===== src/rtl/dout_mem_ctrl_if.sv =====
// Store-request and memory-write bundle for the output data memory controller.
// The master side belongs to the lane requesters; the slave side is the controller.
interface dout_mem_ctrl_if #(
  parameter int N_REQ = 4,
  parameter int WIDTH = 24,
  parameter int CNT_W = 14
);
  logic [N_REQ-1:0]       req;
  logic [N_REQ*WIDTH-1:0] req_addr;
  logic [N_REQ*WIDTH-1:0] req_wd;
  logic [N_REQ-1:0]       gnt;
  logic                   frame_done;
  logic                   mem_we;
  logic [WIDTH-1:0]       mem_addr;
  logic [WIDTH-1:0]       mem_wd;
  logic                   start_io;
  logic                   busy;
  logic [CNT_W-1:0]       wr_count;
  logic                   err_oor;

  modport master (
    output req, req_addr, req_wd, frame_done,
    input  gnt, mem_we, mem_addr, mem_wd, start_io, busy, wr_count, err_oor
  );

  modport slave (
    input  req, req_addr, req_wd, frame_done,
    output gnt, mem_we, mem_addr, mem_wd, start_io, busy, wr_count, err_oor
  );
endinterface


===== src/rtl/dout_mem_ctrl.sv =====
// Round-robin write-port arbiter for the 24-bit output pixel memory: windowed
// address translation, write counting, and a toggle-style dump trigger at frame end.
module dout_mem_ctrl #(
  parameter int N_REQ = 4,
  parameter int WIDTH = 24,
  parameter int BASE  = 24,
  parameter int DEPTH = 10000,
  parameter int CNT_W = 14
) (
  input logic            clk,
  input logic            rst,
  dout_mem_ctrl_if.slave bus
);
  localparam int PTR_W = (N_REQ > 1) ? $clog2(N_REQ) : 1;
  localparam logic [WIDTH:0] WIN_LO = (WIDTH+1)'(BASE);
  localparam logic [WIDTH:0] WIN_HI = (WIDTH+1)'(BASE + DEPTH);

  typedef enum logic [1:0] {IDLE, RUN, DRAIN, DUMP} state_t;

  state_t           state_q, state_d;
  logic [PTR_W-1:0] ptr_q, ptr_d;
  logic             mem_we_q, mem_we_d;
  logic [WIDTH-1:0] mem_addr_q, mem_addr_d;
  logic [WIDTH-1:0] mem_wd_q, mem_wd_d;
  logic             start_io_q, start_io_d;
  logic [CNT_W-1:0] wr_count_q, wr_count_d;
  logic             err_oor_q, err_oor_d;

  logic [WIDTH-1:0] lane_addr [N_REQ];
  logic [WIDTH-1:0] lane_wd   [N_REQ];
  logic             arb_en;
  logic             gnt_any;
  logic [PTR_W-1:0] gnt_idx;
  logic [N_REQ-1:0] gnt_vec;
  logic [WIDTH-1:0] sel_addr;
  logic             in_win;

  for (genvar gi = 0; gi < N_REQ; gi++) begin : g_lane
    assign lane_addr[gi] = bus.req_addr[gi*WIDTH +: WIDTH];
    assign lane_wd[gi]   = bus.req_wd[gi*WIDTH +: WIDTH];
  end

  assign arb_en = (state_q == IDLE) || (state_q == RUN);

  // Scan lanes starting at the pointer; first requester found wins.
  always_comb begin
    int j;
    j       = 0;
    gnt_any = 1'b0;
    gnt_idx = '0;
    for (int i = 0; i < N_REQ; i++) begin
      j = int'(ptr_q) + i;
      if (j >= N_REQ) j = j - N_REQ;
      if (!gnt_any && bus.req[j]) begin
        gnt_any = 1'b1;
        gnt_idx = PTR_W'(j);
      end
    end
    if (!arb_en || rst) gnt_any = 1'b0;
    gnt_vec = gnt_any ? (N_REQ'(1) << gnt_idx) : '0;
  end

  assign sel_addr = lane_addr[gnt_idx];
  assign in_win   = ({1'b0, sel_addr} >= WIN_LO) && ({1'b0, sel_addr} < WIN_HI);

  always_comb begin
    state_d    = state_q;
    ptr_d      = ptr_q;
    mem_we_d   = 1'b0;
    mem_addr_d = mem_addr_q;
    mem_wd_d   = mem_wd_q;
    start_io_d = start_io_q;
    wr_count_d = wr_count_q;
    err_oor_d  = err_oor_q;

    if (gnt_any) begin
      ptr_d = (int'(gnt_idx) == N_REQ - 1) ? '0 : gnt_idx + PTR_W'(1);
      if (in_win) begin
        mem_we_d   = 1'b1;
        mem_addr_d = sel_addr - WIDTH'(BASE);
        mem_wd_d   = lane_wd[gnt_idx];
        if (wr_count_q < CNT_W'(DEPTH)) wr_count_d = wr_count_q + CNT_W'(1);
      end else begin
        err_oor_d = 1'b1;
      end
    end

    case (state_q)
      IDLE:  if ((|bus.req) || bus.frame_done) state_d = RUN;
      RUN:   if (bus.frame_done) state_d = DRAIN;
      DRAIN: begin
        state_d    = DUMP;
        // The memory dumps on either edge, so one inversion means one dump.
        start_io_d = ~start_io_q;
      end
      DUMP: begin
        state_d    = IDLE;
        wr_count_d = '0;
        err_oor_d  = 1'b0;
      end
      default: state_d = IDLE;
    endcase
  end

  always_ff @(posedge clk) begin
    if (rst) begin
      state_q    <= IDLE;
      ptr_q      <= '0;
      mem_we_q   <= 1'b0;
      mem_addr_q <= '0;
      mem_wd_q   <= '0;
      start_io_q <= 1'b0;
      wr_count_q <= '0;
      err_oor_q  <= 1'b0;
    end else begin
      state_q    <= state_d;
      ptr_q      <= ptr_d;
      mem_we_q   <= mem_we_d;
      mem_addr_q <= mem_addr_d;
      mem_wd_q   <= mem_wd_d;
      start_io_q <= start_io_d;
      wr_count_q <= wr_count_d;
      err_oor_q  <= err_oor_d;
    end
  end

  assign bus.gnt      = gnt_vec;
  assign bus.mem_we   = mem_we_q;
  assign bus.mem_addr = mem_addr_q;
  assign bus.mem_wd   = mem_wd_q;
  assign bus.start_io = start_io_q;
  assign bus.busy     = (state_q == DRAIN) || (state_q == DUMP);
  assign bus.wr_count = wr_count_q;
  assign bus.err_oor  = err_oor_q;
endmodule


===== src/flat_wrapper.sv =====
// flat-port wrapper written by rule: the top's interface ports become plain ports
module dout_mem_ctrl_flat 
#(
  parameter int N_REQ = 4,
  parameter int WIDTH = 24,
  parameter int BASE  = 24,
  parameter int DEPTH = 10000,
  parameter int CNT_W = 14
)
  (clk, rst, bus_req, bus_req_addr, bus_req_wd, bus_frame_done, bus_gnt, bus_mem_we, bus_mem_addr, bus_mem_wd, bus_start_io, bus_busy, bus_wr_count, bus_err_oor);
  dout_mem_ctrl_if #(.N_REQ(N_REQ), .WIDTH(WIDTH), .CNT_W(CNT_W)) bus_i ();
  input logic clk;
  input logic rst;
  input wire logic [$bits(bus_i.req)-1:0] bus_req;
  input wire logic [$bits(bus_i.req_addr)-1:0] bus_req_addr;
  input wire logic [$bits(bus_i.req_wd)-1:0] bus_req_wd;
  input wire logic [$bits(bus_i.frame_done)-1:0] bus_frame_done;
  output wire logic [$bits(bus_i.gnt)-1:0] bus_gnt;
  output wire logic [$bits(bus_i.mem_we)-1:0] bus_mem_we;
  output wire logic [$bits(bus_i.mem_addr)-1:0] bus_mem_addr;
  output wire logic [$bits(bus_i.mem_wd)-1:0] bus_mem_wd;
  output wire logic [$bits(bus_i.start_io)-1:0] bus_start_io;
  output wire logic [$bits(bus_i.busy)-1:0] bus_busy;
  output wire logic [$bits(bus_i.wr_count)-1:0] bus_wr_count;
  output wire logic [$bits(bus_i.err_oor)-1:0] bus_err_oor;
  assign bus_i.req = bus_req;
  assign bus_i.req_addr = bus_req_addr;
  assign bus_i.req_wd = bus_req_wd;
  assign bus_i.frame_done = bus_frame_done;
  assign bus_gnt = bus_i.gnt;
  assign bus_mem_we = bus_i.mem_we;
  assign bus_mem_addr = bus_i.mem_addr;
  assign bus_mem_wd = bus_i.mem_wd;
  assign bus_start_io = bus_i.start_io;
  assign bus_busy = bus_i.busy;
  assign bus_wr_count = bus_i.wr_count;
  assign bus_err_oor = bus_i.err_oor;
  dout_mem_ctrl #(.N_REQ(N_REQ), .WIDTH(WIDTH), .BASE(BASE), .DEPTH(DEPTH), .CNT_W(CNT_W)) u_core (.clk(clk), .rst(rst), .bus(bus_i));
endmodule

===== config.mk =====
export PLATFORM = sky130hd
export DESIGN_NAME = dout_mem_ctrl_flat
export DESIGN_NICKNAME = d
export VERILOG_FILES = /design/src/rtl/dout_mem_ctrl_if.sv /design/src/rtl/dout_mem_ctrl.sv /design/src/flat_wrapper.sv
export SDC_FILE = /design/constraint.sdc
export NUM_CORES = 1
export LEC_CHECK = 0
export ABC_AREA = 0
export CAP_MARGIN = 15
export CORE_ASPECT_RATIO = 2
export CORE_MARGIN = 5
export CORE_UTILIZATION = 39
export CTS_CLUSTER_SIZE = 28
export DETAILED_ROUTE_END_ITERATION = 6
export MAX_ROUTING_LAYER = met4
export PLACE_DENSITY_LB_ADDON = 0.3
export SETUP_SLACK_MARGIN = 0.5
export SKIP_LAST_GASP = 1
export SYNTH_ARGS = -nofsm -noshare
export SYNTH_HDL_FRONTEND = slang
export SYNTH_SLANG_ARGS = --single-unit

===== constraint.sdc =====
create_clock -name clk -period 4.16 [get_ports clk]
set_input_delay 0.416 -clock clk [delete_from_list [all_inputs] [get_ports clk]]
set_output_delay 0.416 -clock clk [all_outputs]
set_load 0.005 [all_outputs]

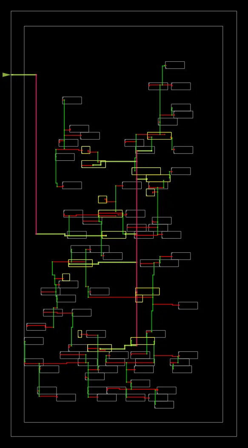
Fig. 1. Clock routing (run 1).
P_clk: 0.774 mW
Setup Skew: 0.00743 ns
sequential cell count: 69

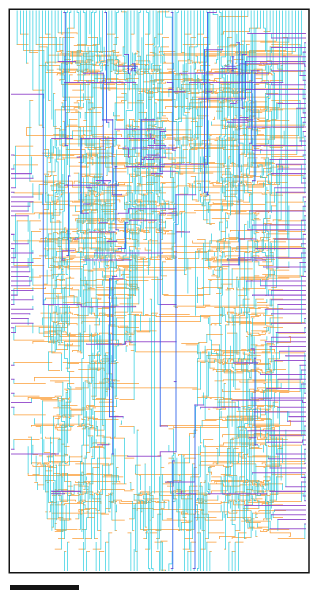
Fig. 2. Routed metal, one color a layer (run 1).
Scale bar: 20 um.
metal 3: marked purple, wire length 1560 um. metal 1: marked orange, wire length 7080 um. metal 4: marked blue, wire length 895 um. metal 2: marked cyan, wire length 10900 um.

==> out/metrics.cfg, run 1 <==
[logic_synthesis]
adder_share=0.0299
ys_async_sr_fraction=0
ys_seq_share=0.300
syn-instance-count=640
edf_count=0
syn_area_um2=4600
synth.most_common_cell=nand2_1
ys_sh_simple=0.322
aoi_share=0.230
synth-seq-cells=69
mux_area_frac=0.0261
ys_sh_xor=0.0267
ys_chip_area_um2=4600
largest_area_cell=dfxtp_1
yosysTopAreaCellShare=0.300
ys_cells=640
topCellsByArea=dfxtp_1, nand2_1, a21oi_1
synth-main-ff-cell=dfxtp_1
fp_nets=850
top_logic_kind=simple AND/OR/NAND/NOR gates
syn_avg_cell_area_um2=7.18
yosysWarnings=0

[global_route]
gr-total-overflow=0
grt_pass1_vias=5855
track_usage=0.273
met3_usage=0.0555
grt_pass1_wl_um=29900
grt_util_met2=0.495
antenna_found_initial=0
use_met1=0.276
top_usage_layer=met2

[pwr]
leakagePower_nw=3.10
combinationalPowerShare=0.533
power.density_nw_per_um2=404
switching_power_mw=1.29
total_power_mw=3.21
p_seq_mw=0.725
peakVddDrop_mv=0.348
clock_power_share=0.241
internal-power_mw=1.92
seq_power_share=0.226
p_sw_frac=0.403

[critical_path]
crit_required_ns=4.42
cp-start-kind=input pin
crit_path_max_fanout=22
cp-end-kind=flip-flop
crit_arrival_ns=3.80
setup.worst_path.class=in -> reg

[final_timing]
whs_ns=0.447
setup_tns_ns=0
max_freq_ghz=0.282
tightestPinTransition_ns=0.901
finalHoldViolCount=0
post-route-min-period_ns=3.54
rsz0062_at_grt=false
setup_ws_ns=0.619
max_slew_margin=0.400
setup_viol=0
finalCritPeriodShare=0.851

[clock_network]
cts_buffers=9
post_cts_buffers=0
clockBufferDepth=2
h-tree-depth=3
cts_tree=yes
insertion_delay_ns=0.33
clkTransAtPathRegs_ns=0.06

[place]
dp.cells=1026
hpwl_um=15800
io_buffer_count=268
place_area_um2=7410
pre_cts_slack_ns=0.139
place_congestion=0.956

[layout]
comb_area_um2=3050
area_growth_pct=72.9
antenna_cells=0
lay_top_count=clkdlybuf4s50_1
non_clock_buffer_count=297
final_cells=1051
final_nets=1111
num-multi-input-gates=503
final_util=0.684
fillCellCount=987
layout-drive-gt1-share=0.0982
final_area_um2=7950
seq_area_frac=0.174
lay_top_cells=clkdlybuf4s50_1, nand2_1, dfxtp_1, a21oi_1, and3_1
comb_area_share=0.383
clock_buffers=10
n_all_inverters=21
final-nonclk-buf-share=0.372

[route]
routed.top_layer=met4
wl_met3_um=1560
wirelength_um=20500
wl_per_cell_um=19.5
first_pass_iters=5
drc_errors=0
wl_met2_um=10900
first_iter_violations=303

[die]
fp.dieH_um=164
io_pins=269
core_um2=11600
taps=145
die-area_um2=14200
fp-row-count=56
fp.dieW_um=86.8
initial_utilization=0.395

[flow_run]
tool_warnings=33
maxCapViolCount=0

[run_status]
status=finished, final reports clean

[min_path]
hold_class=reg -> reg

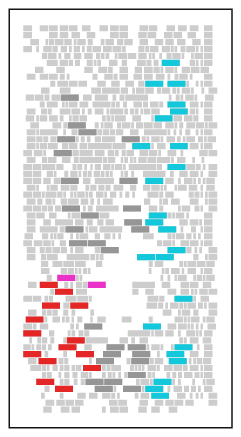
Fig. 3. Sequential cells colored by netlist name (run 1).
Other sequential cells in the stronger gray, the rest of the logic in the fainter gray.
u_core.state_q: marked magenta, flops 2. u_core.bus.wr_count: marked red, flops 14, where bottom left. u_core.bus.mem_wd: marked cyan, flops 24.
Another 29 sequential cells are not colored.

## run 1: critical path, cell delays in order
cell,delay [ns]
clkdlybuf4s50_1,0.54
nand2b_1,0.15
a21oi_2,0.22
a211oi_4,0.10
buf_4,0.17
buf_4,0.20
a211oi_2,0.30
a2bb2oi_2,0.26
nand2_1,0.09
o221a_2,0.28
or3_4,0.51
or3_1,0.38
a21oi_1,0.16
## run 1: path summary, 6_finish.rpt
check / from / end / slack, ns / cells past startpoint
min: u_core.bus.err_oor / u_core.bus.err_oor / 0.45 / 2
min reg2reg: u_core.bus.err_oor / u_core.bus.err_oor / 0.45 / 2
max: bus_req[0] / u_core.bus.wr_count[7] / 0.62 / 13
max reg2reg: u_core.ptr_q[1] / u_core.bus.wr_count[3] / 0.77 / 13
==> inputs of run 2 (changes only) <==
--- a/config.mk
+++ b/config.mk
@@ -6,6 +6,7 @@
 export NUM_CORES = 1
 export LEC_CHECK = 0
 export ABC_AREA = 0
+export ABC_CLOCK_PERIOD_IN_PS = 4160
 export CAP_MARGIN = 15
 export CORE_ASPECT_RATIO = 2
 export CORE_MARGIN = 5
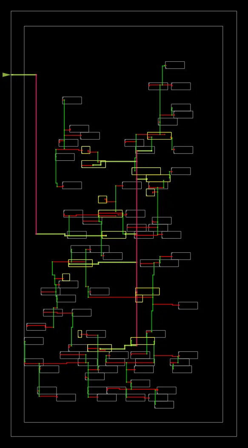
Fig. 4. Clock routing (run 2).
clkbuf count: 10
total CTS buffers: 9
CTS Sinks: 69
clk ins delay skew pair: 0.33 ns

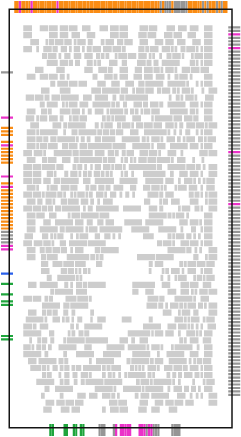
Fig. 5. Ports around the boundary (run 2).
Pins as bars across the die edge, other pins in gray.
bus_wr_count: marked green, pins 14, direction output, edge 8 bottom, 6 left. bus_mem_addr: marked magenta, pins 24, direction output, edge 11 bottom, 6 left, 4 right, 3 top. bus_req_addr: marked orange, pins 96, direction input, edge 74 top, 22 left. bus_frame_done: marked blue, pins 1, direction input, edge left.

==> run 2 against run 1 <==
Die size unchanged; fmax is the same; worst setup slack unchanged; count of clock-buffer cells in the layout stayed put; largest cell class unchanged; largest power group unchanged.
==> out/metrics.cfg, run 2 <==
[run_status]
status=finished, final reports clean

[logic_synthesis]
ys_seq_share=0.300  ; unchanged
synth.most_common_cell=nand2_1
yosysTopAreaCellShare=0.300  ; unchanged
ys_sh_simple=0.322  ; unchanged
syn_avg_cell_area_um2=7.18  ; unchanged
aoi_share=0.230  ; unchanged
syn_area_um2=4600  ; unchanged
yosysWarnings=0  ; unchanged
topCellsByArea=dfxtp_1, nand2_1, a21oi_1
edf_count=0  ; unchanged
mux_area_frac=0.0261  ; unchanged
synth-main-ff-cell=dfxtp_1
ys_async_sr_fraction=0  ; unchanged
fp_nets=850  ; unchanged
ys_sh_xor=0.0267  ; unchanged
ys_chip_area_um2=4600  ; unchanged
synth-seq-cells=69  ; unchanged
syn-instance-count=640  ; unchanged
largest_area_cell=dfxtp_1
adder_share=0.0299  ; unchanged
top_logic_kind=simple AND/OR/NAND/NOR gates

[final_timing]
tightestPinTransition_ns=0.901  ; unchanged
finalHoldViolCount=0  ; unchanged
rsz0062_at_grt=false
max_freq_ghz=0.282  ; unchanged
slew_viol_final=0
setup_viol=0  ; unchanged
max_slew_margin=0.400  ; unchanged
post-route-min-period_ns=3.54  ; unchanged
finalCritPeriodShare=0.851  ; unchanged
setup_ws_ns=0.619  ; unchanged
setup_tns_ns=0  ; unchanged
fin_worst_skew_ns=0.00743  ; unchanged

[pwr]
leakagePower_nw=3.10  ; unchanged
combinationalPowerShare=0.533  ; about the same
power.density_nw_per_um2=404  ; unchanged
p_sw_frac=0.403  ; unchanged
total_power_mw=3.21  ; unchanged
peakVddDrop_mv=0.348  ; unchanged
switching_power_mw=1.29  ; unchanged
p_seq_mw=0.725  ; about the same
internal-power_mw=1.92  ; unchanged
seq_power_share=0.226  ; about the same
powerClk_mw=0.774  ; about the same

[global_route]
met3_usage=0.0555  ; unchanged
use_met1=0.276  ; unchanged
antenna_found_initial=0  ; unchanged
grt_pass1_wl_um=29900  ; unchanged
track_usage=0.273  ; unchanged
grt_pass1_vias=5855  ; unchanged
grt_util_met2=0.495  ; unchanged

[place]
hpwl_um=15800  ; unchanged
dp.cells=1026  ; unchanged
place_congestion=0.956  ; unchanged

[critical_path]
crit_path_end=u_core.bus.wr_count[7]
cp-end-kind=flip-flop
cp-start-kind=input pin
r2r_slack_ns=0.77  ; about the same
timing.rr.end=u_core.bus.wr_count[3]
crit_required_ns=4.42  ; about the same
crit_start=bus_req[0]
setup.worst_path.class=in -> reg
worstRegToRegCells=13  ; unchanged
reg2reg_from=u_core.ptr_q[1]
crit_path_max_fanout=22  ; unchanged

[layout]
antenna_cells=0  ; unchanged
area_growth_pct=72.9  ; unchanged
final_cells=1051  ; unchanged
lay_top_count=clkdlybuf4s50_1
comb_area_um2=3050  ; unchanged
fillCellCount=987  ; unchanged
final_util=0.684  ; unchanged
final_area_um2=7950  ; unchanged
final_nets=1111  ; unchanged
regArea_um2=1380
layout-drive-gt1-share=0.0982  ; unchanged
lay_top_cells=clkdlybuf4s50_1, nand2_1, dfxtp_1, a21oi_1, and3_1

[min_path]
hold_class=reg -> reg
hold_start=u_core.bus.err_oor
min_to=u_core.bus.err_oor
min_path_cells=2  ; unchanged

[die]
fp-row-count=56  ; unchanged
fp.dieH_um=164  ; unchanged
fp.dieW_um=86.8  ; unchanged
core_um2=11600  ; unchanged

[route]
wirelength_um=20500  ; unchanged
wl_per_cell_um=19.5  ; unchanged
wl_met2_um=10900  ; unchanged
routed.top_layer=met4
first_iter_violations=303  ; unchanged
ant_nets=0
wl_met3_um=1560  ; unchanged

[flow_run]
maxCapViolCount=0  ; unchanged
tool_warnings=33  ; unchanged

[clock_network]
h-tree-depth=3  ; unchanged
cts_tree=yes
clockBufferDepth=2  ; unchanged

run 2: timing repair:
item,in CTS,in global routing
gates resized,3,29
endpoints found under the setup margin,8,63
hold buffers,0,0
buffers inserted,0,8
gates cloned,0,1
pin swaps,0,8
run 2: final cells by class:
class                           instances  share of cell area
Clock buffer                           10              0.0288
Inverter                               21              0.0102
Sequential cell                        69               0.174
Clock inverter                          6             0.00897
Tap cell                              145              0.0228
Multi-Input combinational cell        503               0.383
Timing Repair Buffer                  297               0.372
run 2: critical path, stage by stage:
cell and delay (ns):
clkdlybuf4s50_1 0.54, nand2b_1 0.15, a21oi_2 0.22, a211oi_4 0.10, buf_4 0.17, buf_4 0.20
a211oi_2 0.30, a2bb2oi_2 0.26, nand2_1 0.09, o221a_2 0.28, or3_4 0.51, or3_1 0.38
a21oi_1 0.16
==> inputs of run 3 (changes only) <==
--- a/config.mk
+++ b/config.mk
@@ -7,7 +7,6 @@
 export LEC_CHECK = 0
 export ABC_AREA = 0
 export ABC_CLOCK_PERIOD_IN_PS = 4160
-export CAP_MARGIN = 15
 export CORE_ASPECT_RATIO = 2
 export CORE_MARGIN = 5
 export CORE_UTILIZATION = 39
@@ -17,6 +16,7 @@
 export PLACE_DENSITY_LB_ADDON = 0.3
 export SETUP_SLACK_MARGIN = 0.5
 export SKIP_LAST_GASP = 1
+export SLEW_MARGIN = 10
 export SYNTH_ARGS = -nofsm -noshare
 export SYNTH_HDL_FRONTEND = slang
 export SYNTH_SLANG_ARGS = --single-unit
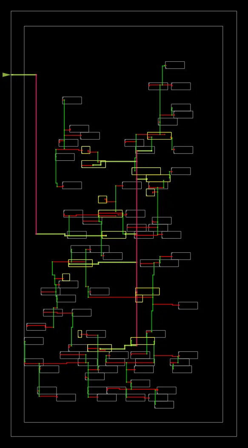
Fig. 6. Clock routing (run 3).

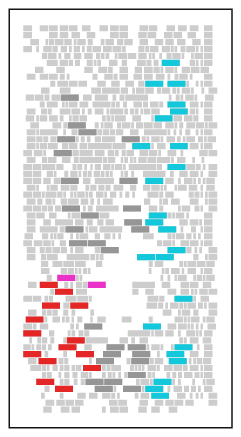
Fig. 7. Sequential cells colored by netlist name (run 3).
Other sequential cells in the stronger gray, the rest of the logic in the fainter gray.
u_core.bus.wr_count: marked red, flops 14, where bottom left. u_core.bus.mem_wd: marked cyan, flops 24. u_core.state_q: marked magenta, flops 2.

==> run 3 against run 2 <==
Register-to-register slack is essentially flat; highest routed layer unchanged; count of clock-buffer cells in the layout is the same; non-clock buffer count is the same; synthesized area is the same; die size is the same; hold slack is the same; worst setup slack is the same; sequential share of layout area is the same; clock power is essentially flat; via count is the same; fmax is the same; combinational power is essentially flat.
==> out/metrics.cfg, run 3 <==
[pwr]
combinationalPowerShare=0.533  ; about the same
leakagePower_nw=3.10  ; unchanged
p_seq_mw=0.725  ; about the same
powerClk_mw=0.774  ; about the same
internal-power_mw=1.92  ; unchanged
peakVddDrop_mv=0.348  ; unchanged
p_sw_frac=0.403  ; unchanged
clock_power_share=0.241
total_power_mw=3.21  ; unchanged
top_power_group=combinational cells
power_combinational_mw=1.71
switching_power_mw=1.29  ; unchanged
seq_power_share=0.226  ; about the same
power.density_nw_per_um2=404  ; unchanged

[place]
dp.cells=1026  ; unchanged
place_area_um2=7410
io_buffer_count=268
place_congestion=0.956  ; unchanged
hpwl_um=15800  ; unchanged
pre_cts_slack_ns=0.139

[global_route]
antenna_found_initial=0  ; unchanged
top_usage_layer=met2
grt_max_degree=51
use_met1=0.276  ; unchanged
grt_util_met2=0.495  ; unchanged
track_usage=0.273  ; unchanged
grt_pass1_vias=5855  ; unchanged
gr-total-overflow=0
grt_pass1_wl_um=29900  ; unchanged
met3_usage=0.0555  ; unchanged

[clock_network]
post_cts_buffers=0  ; unchanged
insertion_delay_ns=0.33  ; about the same
cts_tree=yes
cts_repair_resize_count=3  ; unchanged
holdBufCountCts=0  ; unchanged
h-tree-depth=3  ; unchanged
cts_buffers=9  ; unchanged
clkTransAtPathRegs_ns=0.06
cts_root_buf=clkbuf_16
clockBufferDepth=2  ; unchanged
clkSinkCount=69  ; unchanged

[final_timing]
setup_tns_ns=0  ; unchanged
max_slew_margin=0.400  ; unchanged
tightestPinTransition_ns=0.901  ; unchanged
post-route-min-period_ns=3.54  ; unchanged
rsz0062_at_grt=false
setup_viol=0  ; unchanged
finalCritPeriodShare=0.851  ; unchanged
setup_ws_ns=0.619  ; unchanged
slew_viol_final=0  ; unchanged
max_freq_ghz=0.282  ; unchanged
whs_ns=0.447
fin_worst_skew_ns=0.00743  ; unchanged
finalHoldViolCount=0  ; unchanged

[logic_synthesis]
largest_area_cell=dfxtp_1
yosysWarnings=0  ; unchanged
mux_area_frac=0.0261  ; unchanged
aoi_share=0.230  ; unchanged
adder_share=0.0299  ; unchanged
ys_cells=640
ys_chip_area_um2=4600  ; unchanged
yosysTopAreaCellShare=0.300  ; unchanged
ys_sh_simple=0.322  ; unchanged
ys_async_sr_fraction=0  ; unchanged
synth.most_common_cell=nand2_1
topCellsByArea=dfxtp_1, nand2_1, a21oi_1
top_logic_kind=simple AND/OR/NAND/NOR gates
syn-instance-count=640  ; unchanged
syn_area_um2=4600  ; unchanged
fp_nets=850  ; unchanged
synthTopCellsByCount=nand2_1, dfxtp_1, a21oi_1
synth.distinct_cells=54
edf_count=0  ; unchanged
synth-main-ff-cell=dfxtp_1
ys_sh_xor=0.0267  ; unchanged
synth-seq-cells=69  ; unchanged
syn_avg_cell_area_um2=7.18  ; unchanged
ys_seq_share=0.300  ; unchanged

[layout]
final_nets=1111  ; unchanged
final_util=0.684  ; unchanged
antenna_cells=0  ; unchanged
layout-drive-gt1-share=0.0982  ; unchanged
lay_top_count=clkdlybuf4s50_1
lay_top_cells=clkdlybuf4s50_1, nand2_1, dfxtp_1, a21oi_1, and3_1
final_cells=1051  ; unchanged
area_growth_pct=72.9  ; unchanged
final_area_um2=7950  ; unchanged
fillCellCount=987  ; unchanged

[min_path]
hold_class=reg -> reg
hold_start=u_core.bus.err_oor
min_to=u_core.bus.err_oor
min_path_cells=2  ; unchanged

[critical_path]
r2r_slack_ns=0.77  ; about the same
crit_path_max_fanout=22  ; unchanged
cp-start-kind=input pin
cp-end-kind=flip-flop
crit_family=AND-OR/OR-AND gates
path_buffers=3  ; unchanged
crit_path_top_delay_cell=clkdlybuf4s50_1
reg2reg_from=u_core.ptr_q[1]
crit_path_end=u_core.bus.wr_count[7]
crit_arrival_ns=3.80
crit_start=bus_req[0]
slowest_delay_ns=0.54  ; about the same
cp.depth=13  ; unchanged
timing.rr.end=u_core.bus.wr_count[3]
worstRegToRegCells=13  ; unchanged
crit_path_cell_trace=clkdlybuf4s50_1 > nand2b_1 > a21oi_2 > a211oi_4 > buf_4 > buf_4 > a211oi_2 > a2bb2oi_2 > nand2_1 > o221a_2 > or3_4 > or3_1 > a21oi_1
cpMostUsedCell=buf_4
setup.worst_path.class=in -> reg
crit_required_ns=4.42  ; about the same

[route]
wl_per_cell_um=19.5  ; unchanged
wirelength_um=20500  ; unchanged
first_iter_violations=303  ; unchanged
drc_errors=0
viasPerCell=5.62
ant_nets=0  ; unchanged
vias=5903
first_pass_iters=5

[run_status]
status=finished, final reports clean

[flow_run]
tool_warnings=33  ; unchanged
maxCapViolCount=0  ; unchanged

[die]
initial_utilization=0.395
die-area_um2=14200
io_pins=269
fp.dieW_um=86.8  ; unchanged
core_um2=11600  ; unchanged
fp.dieH_um=164  ; unchanged
fp-row-count=56  ; unchanged

## run 3: cell counts after synthesis
No cell type changed its count.
## run 3: layout make-up
| type | instances | area [um2] | share of cell area |
|---|---|---|---|
| well taps | 145 | 181 | 0.0228 |
| multi-input cells | 503 | 3050 | 0.383 |
| clock buffers | 10 | 229 | 0.0288 |
| repair buffers | 297 | 2960 | 0.372 |
| inverters | 21 | 81.3 | 0.0102 |
| flip-flops and latches | 69 | 1380 | 0.174 |
| clock inverters | 6 | 71.3 | 0.00897 |
## run 3: routing by layer
layer | part of all wire | vias to the layer above
li1 | - | 2778
met1 | 0.35 | 2745
met2 | 0.53 | 314
met3 | 0.076 | 66
met4 | 0.044 | 0
met5 | 0 | -
Power and IR drop assume default switching activity.
